===== src/rtl/cprv_pkg.sv =====
// cprv_pkg: shared types for the unified memory arbiter.
// Sequencer states and transaction owner encoding.
package cprv_pkg;

   typedef enum logic [1:0] {
      IDLE,
      REQ,
      RESP,
      DELIVER
   } arb_state_t;

   typedef enum logic {
      OWNER_IF,
      OWNER_MEM
   } arb_owner_t;

endpackage


===== src/rtl/cprv_arb_grant.sv =====
// cprv_arb_grant: picks IF or MEM when both request in IDLE.
// CPRV_ARB_RR_EN selects round-robin, else MEM has fixed priority.
module cprv_arb_grant
   import cprv_pkg::*;
(
   input  logic       valid_if,
   input  logic       valid_mem,
`ifdef CPRV_ARB_RR_EN
   input  arb_owner_t last_owner,
`endif
   output logic       grant_if,
   output logic       grant_mem
);

   // grant decision, a lone requester always wins
   always_comb begin
      grant_if  = 1'b0;
      grant_mem = 1'b0;
`ifdef CPRV_ARB_RR_EN
      if (valid_if && valid_mem) begin
         grant_mem = (last_owner == OWNER_IF);
         grant_if  = (last_owner == OWNER_MEM);
      end else begin
         grant_if  = valid_if;
         grant_mem = valid_mem;
      end
`else
      grant_mem = valid_mem;
      grant_if  = valid_if & ~valid_mem;
`endif
   end

endmodule


===== src/rtl/cprv_mem_arbiter.sv =====
// cprv_mem_arbiter: shares one memory port between IF and MEM.
// One transaction in flight; CPRV_ARB_RR_EN enables round-robin grant.
module cprv_mem_arbiter
   import cprv_pkg::*;
#(
   parameter int DATA_WIDTH = 64
) (
   input  logic                  clk,
   input  logic                  rst,
   input  logic                  valid_imem_i,
   output logic                  ready_imem_o,
   input  logic [DATA_WIDTH-1:0] instr_addr_imem_i,
   output logic                  valid_if_o,
   input  logic                  ready_if_i,
   output logic [DATA_WIDTH-1:0] instr_data_if_o,
   input  logic                  valid_dmem_i,
   output logic                  ready_dmem_o,
   input  logic [DATA_WIDTH-1:0] addr_dmem_i,
   input  logic [DATA_WIDTH-1:0] wdata_dmem_i,
   input  logic                  w_en_dmem_i,
   output logic                  valid_mem_dmem_o,
   input  logic                  ready_mem_dmem_i,
   output logic [DATA_WIDTH-1:0] rdata_dmem_o,
   output logic                  valid_bus_o,
   input  logic                  ready_bus_i,
   output logic [DATA_WIDTH-1:0] addr_bus_o,
   output logic [DATA_WIDTH-1:0] wdata_bus_o,
   output logic                  w_en_bus_o,
   input  logic                  valid_bus_i,
   output logic                  ready_bus_o,
   input  logic [DATA_WIDTH-1:0] rdata_bus_i
);

   arb_state_t            state_q;
   arb_state_t            state_n;
   arb_owner_t            owner_q;
   logic [DATA_WIDTH-1:0] addr_q;
   logic [DATA_WIDTH-1:0] wdata_q;
   logic                  wen_q;
   logic [DATA_WIDTH-1:0] data_q;
   logic                  grant_if;
   logic                  grant_mem;
   logic                  idle;
   logic                  hs_if;
   logic                  hs_mem;
   logic                  owner_rdy;

`ifdef CPRV_ARB_RR_EN
   arb_owner_t            last_q;

   // remember who won the last IDLE handshake; reset favours IF
   always_ff @(posedge clk or posedge rst) begin
      if (rst) begin
         last_q <= OWNER_MEM;
      end else if (hs_mem) begin
         last_q <= OWNER_MEM;
      end else if (hs_if) begin
         last_q <= OWNER_IF;
      end
   end
`endif

   cprv_arb_grant u_grant (
      .valid_if   (valid_imem_i),
      .valid_mem  (valid_dmem_i),
`ifdef CPRV_ARB_RR_EN
      .last_owner (last_q),
`endif
      .grant_if   (grant_if),
      .grant_mem  (grant_mem)
   );

   assign idle      = (state_q == IDLE);
   assign hs_if     = idle & grant_if & valid_imem_i;
   assign hs_mem    = idle & grant_mem & valid_dmem_i;
   assign owner_rdy = (owner_q == OWNER_MEM) ? ready_mem_dmem_i
                                             : ready_if_i;

   // sequencer state register
   always_ff @(posedge clk or posedge rst) begin
      if (rst) begin
         state_q <= IDLE;
      end else begin
         state_q <= state_n;
      end
   end

   // next-state: one transaction walks IDLE->REQ->RESP->DELIVER
   always_comb begin
      state_n = state_q;
      unique case (state_q)
         IDLE:    if (hs_if || hs_mem) state_n = REQ;
         REQ:     if (ready_bus_i)     state_n = RESP;
         RESP:    if (valid_bus_i)     state_n = DELIVER;
         DELIVER: if (owner_rdy)       state_n = IDLE;
         default:                      state_n = IDLE;
      endcase
   end

   // request payload, owner and response data registers
   always_ff @(posedge clk or posedge rst) begin
      if (rst) begin
         owner_q <= OWNER_IF;
         addr_q  <= '0;
         wdata_q <= '0;
         wen_q   <= 1'b0;
         data_q  <= '0;
      end else begin
         if (hs_mem) begin
            owner_q <= OWNER_MEM;
            addr_q  <= addr_dmem_i;
            wdata_q <= wdata_dmem_i;
            wen_q   <= w_en_dmem_i;
         end else if (hs_if) begin
            owner_q <= OWNER_IF;
            addr_q  <= instr_addr_imem_i;
            wdata_q <= '0;
            wen_q   <= 1'b0;
         end
         if (state_q == RESP && valid_bus_i) begin
            data_q <= rdata_bus_i;
         end
      end
   end

   // handshake outputs decoded from state, only valids are steered
   always_comb begin
      ready_imem_o     = hs_if & ~rst;
      ready_dmem_o     = hs_mem & ~rst;
      valid_bus_o      = (state_q == REQ);
      ready_bus_o      = (state_q == RESP);
      valid_if_o       = (state_q == DELIVER) & (owner_q == OWNER_IF);
      valid_mem_dmem_o = (state_q == DELIVER) & (owner_q == OWNER_MEM);
      addr_bus_o       = addr_q;
      wdata_bus_o      = wdata_q;
      w_en_bus_o       = wen_q;
      instr_data_if_o  = data_q;
      rdata_dmem_o     = data_q;
   end

endmodule


===== config.mk =====
export PLATFORM = sky130hd
export DESIGN_NAME = cprv_mem_arbiter
export DESIGN_NICKNAME = d
export VERILOG_FILES = /design/src/rtl/cprv_pkg.sv /design/src/rtl/cprv_arb_grant.sv /design/src/rtl/cprv_mem_arbiter.sv
export SDC_FILE = /design/constraint.sdc
export NUM_CORES = 1
export LEC_CHECK = 0
export ABC_AREA = 1
export ABC_CLOCK_PERIOD_IN_PS = 9200
export CELL_PAD_IN_SITES_DETAIL_PLACEMENT = 1
export CELL_PAD_IN_SITES_GLOBAL_PLACEMENT = 2
export CORE_AREA = 2 2 207 209
export CTS_CLUSTER_SIZE = 14
export DETAILED_ROUTE_END_ITERATION = 8
export DIE_AREA = 0 0 209 211
export GPL_ROUTABILITY_DRIVEN = 0
export PLACE_DENSITY = 0.85
export SYNTH_ARGS = -nofsm -noshare
export SYNTH_HDL_FRONTEND = slang
export SYNTH_SLANG_ARGS = --single-unit

===== constraint.sdc =====
create_clock -name clk -period 9.2 [get_ports clk]
set_clock_uncertainty 0.15 [all_clocks]
set_input_delay 0.92 -clock clk [delete_from_list [all_inputs] [get_ports clk]]
set_output_delay 0.92 -clock clk [all_outputs]
set_load 0.05 [all_outputs]

Fig. 1: run 1, port wiring
Scale: 2 px per um.
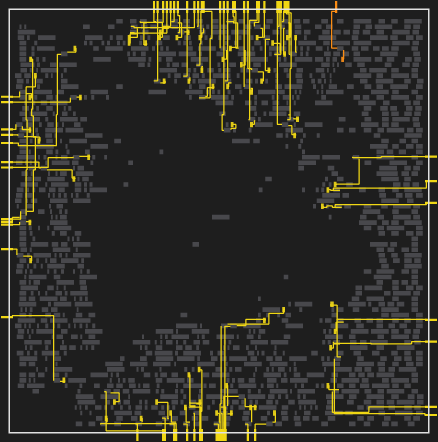
colour	port	bits	direction	end cells	buffers	wire
orange	`ready_bus_i`	1	input	1	1	28.9 um
yellow	`instr_addr_imem_i`	64	input	64	64	2460 um
Buffers on Ports: 527
IO Count: 528

Fig. 2: run 1, close-up of the layout
Region (147, 148) to (167, 168) um. Cells in grey, sequential cells in the stronger grey; small squares are vias.
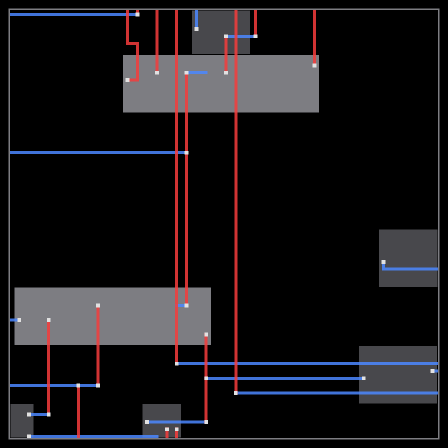
colour	layer
red	M2
blue	M1
sequential cells in the window	2
cells with their middle in the window	7
netlist names of flops here include	`addr_bus_o` (1), `state_q` (1)
most frequent	dfrtp_1 (2), clkdlybuf4s50_1 (2)

Fig. 3: run 1, routed metal, one colour a layer
Scale: 3 px per um. Two of the layers only.
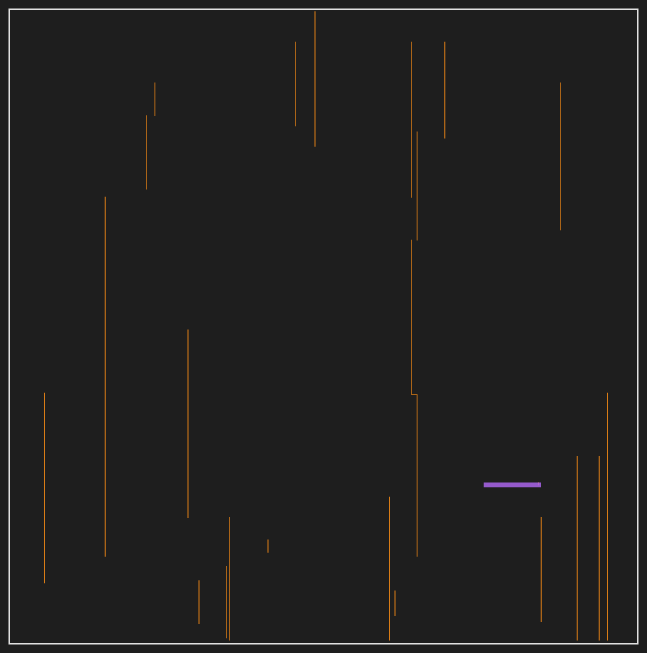
colour	layer	wire length
purple	M5	17.5 um
orange	M4	1010 um
wire length per cell: 19.9 um
Total GRT Usage: 0.166
aggregate routed wire length: 37000 um
vias: 8081

Fig. 4: run 1, met2 routing
Scale: 2 px per um.
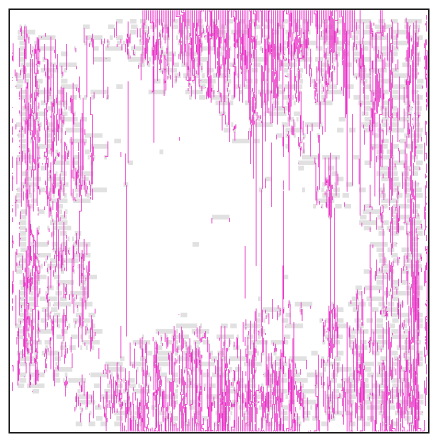
nets with wire on the layer	1391
main direction	vertical
share of all routed wire	50%

==> results_slide.txt, run 1 <==
Physical Implementation Snapshot

Outcome
  – Run status: complete, no violations

Layout
  – Final-stage net count: 1572
  – Comb area: 2920 um^2
  – Multi-input combinational cell count: 543
  – Portion of the layout cell area used by clock cells: 0.0413
  – Non-clk buf share: 0.368
  – Multi-input combinational area share: 0.201
  – Final Core Density: 0.347
  – Count of clock buffers in the final design: 19

Clocking
  – Clock tree buffer depth: 2
  – Clock-pin slew on the worst setup and hold paths: 0.07 ns

Final timing
  – Final setup margin: 4.98 ns
  – Share of the clock period used by the worst path after layout: 0.459
  – Count of final hold-check violations: 0
  – FMAX: 0.237 GHz
  – Headroom to the max-slew limit: 0.433
  – Transition time at the pin with the least slew margin: 0.850 ns
  – Minimum clock period after layout: 4.22 ns

Floorplanning
  – Standard-cell row count: 75
  – Die X-Extent: 209 um
  – Tapcell Cnt: 539

Synthesis
  – Synth top cells by count: sky130_fd_sc_hd__dfrtp_1 (196), sky130_fd_sc_hd__nand2_1 (143), sky130_fd_sc_hd__nand3_1 (132)
  – Total nets after synthesis: 1144
  – Sequential cell area fraction in the yosys report: 0.569
  – Cell types with the largest area share after synthesis: sky130_fd_sc_hd__dfrtp_1 (57%), sky130_fd_sc_hd__mux2_2 (8.4%), sky130_fd_sc_hd__nand3_1 (7.7%), sky130_fd_sc_hd__buf_4 (6.3%), sky130_fd_sc_hd__nand2_1 (6.2%)
  – Top cell type by instance count after synthesis: sky130_fd_sc_hd__dfrtp_1
  – Area fraction in xor and xnor cells: 0
  – Per-instance average area after synthesis: 9.86 um^2
  – Synth flops: 196

Global route
  – Initial antenna violation count: 5
  – Grt total ovfl: 0

Routing
  – Detailed Route Iter0 Violations: 343
  – Routed length on met3: 3300 um
  – Routed metal-1 wirelength: 14300 um
  – DR vias/cell: 4.35

Power
  – Switching component of the power: 3540 uW
  – Total clock network power: 790 uW

Worst setup path
  – Worst-path cell chain: inv_1 > ha_1 > nand2_8 > nor2_1 > clkdlybuf4s50_1
  – Number of logic stages on the critical path including buffering: 5
  – Crit end category: output port
  – Largest delay contributor family on the critical path: buffers and inverters
  – Worst reg2reg setup slack: 5.38 ns
## run 1: flip-flops by register name, indices dropped and copies added (netlist names)
name,flops
wdata_bus_o,64
owner_q,1
w_en_bus_o,1
state_q,2
instr_data_if_o,64
addr_bus_o,64
## run 1: how the worst min path moves through the flow
stage	startpoint	end	cells after the start
2_1_floorplan	state_q[1]	state_q[1]	2
3_5_place_dp	wdata_bus_o[41]	wdata_bus_o[41]	2
6_report	wdata_bus_o[49]	wdata_bus_o[49]	2
4_1_cts	wdata_bus_o[41]	wdata_bus_o[41]	2
3_3_place_gp	wdata_bus_o[28]	wdata_bus_o[28]	2
5_1_grt	wdata_bus_o[46]	wdata_bus_o[46]	2
==> inputs of run 2 (changes only) <==
--- a/config.mk
+++ b/config.mk
@@ -6,15 +6,15 @@
 export NUM_CORES = 1
 export LEC_CHECK = 0
 export ABC_AREA = 1
-export ABC_CLOCK_PERIOD_IN_PS = 9200
+export ABC_CLOCK_PERIOD_IN_PS = 4300
 export CELL_PAD_IN_SITES_DETAIL_PLACEMENT = 1
 export CELL_PAD_IN_SITES_GLOBAL_PLACEMENT = 2
-export CORE_AREA = 2 2 207 209
+export CORE_AREA = 2 2 206 208
 export CTS_CLUSTER_SIZE = 14
 export DETAILED_ROUTE_END_ITERATION = 8
-export DIE_AREA = 0 0 209 211
+export DIE_AREA = 0 0 208 210
 export GPL_ROUTABILITY_DRIVEN = 0
-export PLACE_DENSITY = 0.85
+export PLACE_DENSITY = 0.86
 export SYNTH_ARGS = -nofsm -noshare
 export SYNTH_HDL_FRONTEND = slang
 export SYNTH_SLANG_ARGS = --single-unit
==> constraint.sdc (replaced) <==
create_clock -name clk -period 4.3 [get_ports clk]
set_clock_uncertainty 0.15 [all_clocks]
set_input_delay 0.43 -clock clk [delete_from_list [all_inputs] [get_ports clk]]
set_output_delay 0.43 -clock clk [all_outputs]
set_load 0.05 [all_outputs]
Fig. 5: run 2, close-up of the layout
Region (146, 148) to (166, 168) um. Cells in grey, sequential cells in the stronger grey; small squares are vias.
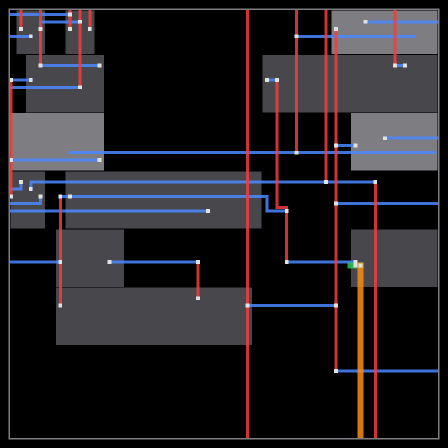
colour	layer
green	M3
blue	M1
red	M2
orange	M4
netlist names of flops here include	`instr_data_if_o` (1)
sequential cells in the window	1
cells with their middle in the window	9
most frequent	clkbuf_16 (3), nand2_1 (2)

==> run 2 against run 1 <==
  * Total power grew 110%
  * Register-to-register slack lost 3.6 ns
  * Design area grew 0.49%
  * Wire length shrank 4.8%
  * Via count shrank 0.68%
  * Combinational power grew 110%
  * Count of clock-buffer cells in the layout grew 2
  * First-iteration DRC count shrank 7.0%
  * Largest power group unchanged
  * Critical path depth is the same
  * Setup slack lost 3.8 ns
  * Cell count grew 0.16%
==> results_slide.txt, run 2 <==
Physical Implementation Snapshot

Synthesis
  – Synth top cells by count: sky130_fd_sc_hd__dfrtp_1 (196), sky130_fd_sc_hd__nand2_1 (143), sky130_fd_sc_hd__nand3_1 (132)
  – Cell types with the largest area share after synthesis: sky130_fd_sc_hd__dfrtp_1 (57%), sky130_fd_sc_hd__mux2_2 (8.4%), sky130_fd_sc_hd__nand3_1 (7.7%), sky130_fd_sc_hd__buf_4 (6.3%), sky130_fd_sc_hd__nand2_1 (6.2%)
  – Top cell type by instance count after synthesis: sky130_fd_sc_hd__dfrtp_1
  – Synth flops: 196
  – Total nets after synthesis: 1144
  – Per-instance average area after synthesis: 9.86 um^2
  – Async SR Flop Fraction: 1.00

Power
  – Switching component of the power: 7470 uW
  – Total clock network power: 1640 uW
  – IR drop worst, VDD: 332 uV

Worst setup path
  – Crit end category: output port
  – Worst reg2reg setup slack: 1.79 ns
  – Worst-path cell chain: inv_1 > ha_1 > nand2_8 > nor2_1 > clkdlybuf4s50_1
  – Largest delay contributor family on the critical path: buffers and inverters
  – Critical Path RT: 3.72 ns

Global route
  – Initial antenna violation count: 4
  – Total GRT Usage: 0.160
  – Grt total ovfl: 0

Routing
  – Vias: 8026
  – DR vias/cell: 4.31
  – First-pass detailed-route iteration total: 4

Layout
  – Multi-input combinational area share: 0.200
  – Final Core Density: 0.351
  – Portion of the layout cell area used by clock cells: 0.0400
  – Count of clock buffers in the final design: 21
  – Comb area: 2920 um^2
  – Non-clk buf share: 0.373

Final timing
  – Headroom to the max-slew limit: 0.346
  – Final hold slack: 0.288 ns
  – Share of the clock period used by the worst path after layout: 0.717
  – Final setup margin: 1.22 ns
  – Minimum clock period after layout: 3.08 ns
  – FMAX: 0.324 GHz

Clocking
  – Clock-pin slew on the worst setup and hold paths: 0.08 ns
  – Clock tree buffer depth: 2

Placement
  – Buffers on Ports: 527
  – Post-detailed-placement half-perimeter wirelength: 26100 um

Job
  – Number of warning messages in the logs: 29

Outcome
  – Run status: complete, no violations

Floorplanning
  – IO Count: 528
  – Die X-Extent: 208 um
  – Tapcell Cnt: 539
  – Standard-cell row count: 75
Fig. 6: run 2, clock nets
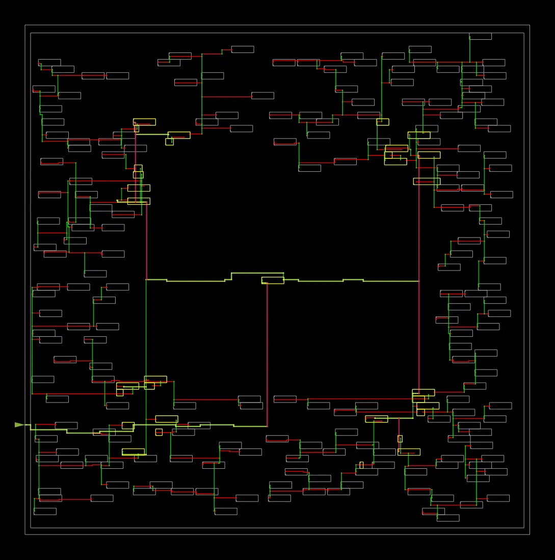
Insertion Delay late pin: 0.45 ns
clock buffer count from CTS: 17

[run 2: cell counts after synthesis]
No cell type changed its count.
[run 2: cells by family (layout without fill, tap and decap cells)]
family,after synthesis,after routing,synth area share
adder cells (fa/ha/maj),4,4,0.00580
other,0,3,0
AND/OR/NAND/NOR,346,346,0.171
buffers and inverters,136,581,0.0963
multiplexers,64,64,0.0835
AND-OR/OR-AND,129,129,0.0748
flip-flops,196,196,0.569
[run 2: per-layer routing]
metal,track usage,wire (um),part of all wire
met1,0.180,13700,0.39
met2,0.279,17800,0.51
met3,0.0572,2910,0.083
met4,0.0572,768,0.022
met5,0,13,0.00037
==> inputs of run 3 (changes only) <==
--- a/config.mk
+++ b/config.mk
@@ -6,7 +6,7 @@
 export NUM_CORES = 1
 export LEC_CHECK = 0
 export ABC_AREA = 1
-export ABC_CLOCK_PERIOD_IN_PS = 4300
+export ABC_CLOCK_PERIOD_IN_PS = 2900
 export CELL_PAD_IN_SITES_DETAIL_PLACEMENT = 1
 export CELL_PAD_IN_SITES_GLOBAL_PLACEMENT = 2
 export CORE_AREA = 2 2 206 208
==> constraint.sdc (replaced) <==
create_clock -name clk -period 2.9 [get_ports clk]
set_clock_uncertainty 0.15 [all_clocks]
set_input_delay 0.29 -clock clk [delete_from_list [all_inputs] [get_ports clk]]
set_output_delay 0.29 -clock clk [all_outputs]
set_load 0.05 [all_outputs]
==> run 3 against run 2 <==
  * Non-clock buffer count increased by 1
  * First-iteration DRC count fell by 6.0%
  * Sequential power up 49%
  * Setup slack worse by 0.87 ns
  * Register-to-register slack worse by 1.1 ns
  * Critical path type unchanged
==> results_slide.txt, run 3 <==
Physical Implementation Snapshot

Min path
  – Instance count along the most critical hold path: 3
  – Hold path endpoint: wdata_bus_o[31]

Worst setup path
  – Worst reg2reg setup slack: 0.65 ns
  – Largest delay contributor family on the critical path: buffers and inverters
  – Crit end category: output port
  – Critical Path RT: 2.46 ns
  – Worst-path cell chain: inv_1 > ha_1 > clkdlybuf4s50_1

Synthesis
  – Compound Share, Synth: 0.0748
  – Top cell type by instance count after synthesis: sky130_fd_sc_hd__dfrtp_1
  – Per-instance average area after synthesis: 9.86 um^2

Final timing
  – Transition time at the pin with the least slew margin: 0.714 ns
  – Minimum clock period after layout: 2.55 ns
  – Headroom to the max-slew limit: 0.524
  – Final setup margin: 0.347 ns

Layout
  – Final Core Density: 0.353
  – Non-clk buf share: 0.377

Routing
  – DR vias/cell: 4.34

Outcome
  – Run status: complete, no violations

Global route
  – Grt met1 use: 0.184

Placement
  – Post-detailed-placement half-perimeter wirelength: 26400 um

Power
  – IR drop worst, VDD: 534 uV
run 3: cell counts after synthesis:
Identical to the previous run, type by type.
run 3: worst register-to-register path: stages (launching register included):
cell	delay, ns
sky130_fd_sc_hd__dfrtp_1	0.43
sky130_fd_sc_hd__inv_1	0.11
sky130_fd_sc_hd__ha_1	0.38
sky130_fd_sc_hd__nand2_8	0.23
sky130_fd_sc_hd__inv_4	0.32
sky130_fd_sc_hd__buf_12	0.28
sky130_fd_sc_hd__o21ai_0	0.15
sky130_fd_sc_hd__o21ai_1	0.12
run 3: power by group through the flow:
stage / clock network, uW / registers [uW] / logic (uW)
after floorplan: 0 / 9110 / 4950
after global placement: 0 / 4900 / 13400
after detailed placement: 0 / 4970 / 13600
after CTS: 2550 / 4940 / 13600
after global routing: 2660 / 5090 / 14100
final: 2460 / 4920 / 13500
Fig. 7: run 3, port wiring
Scale: 2 px per um.
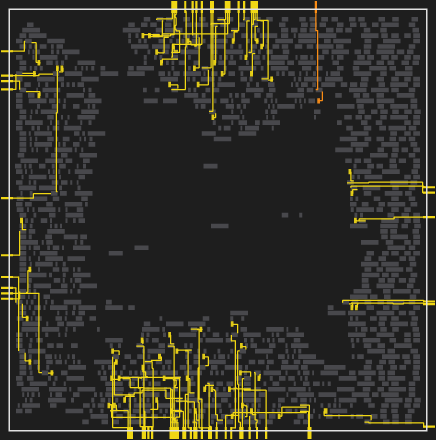
colour	port	bits	direction	end cells	buffers	wire
yellow	`instr_addr_imem_i`	64	input	64	64	2450 um
orange	`ready_bus_i`	1	input	1	1	47.9 um

Fig. 8: run 3, met2 routing
Scale: 2 px per um.
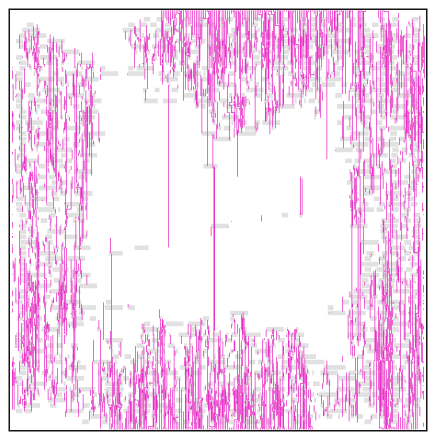
nets with wire on the layer	1410
longest straight run	102 um
vias: 8077
aggregate routed wire length: 35700 um
met2 capacity usage during global routing: 0.287

No activity file was given, so power comes from the tool's default toggle rates.
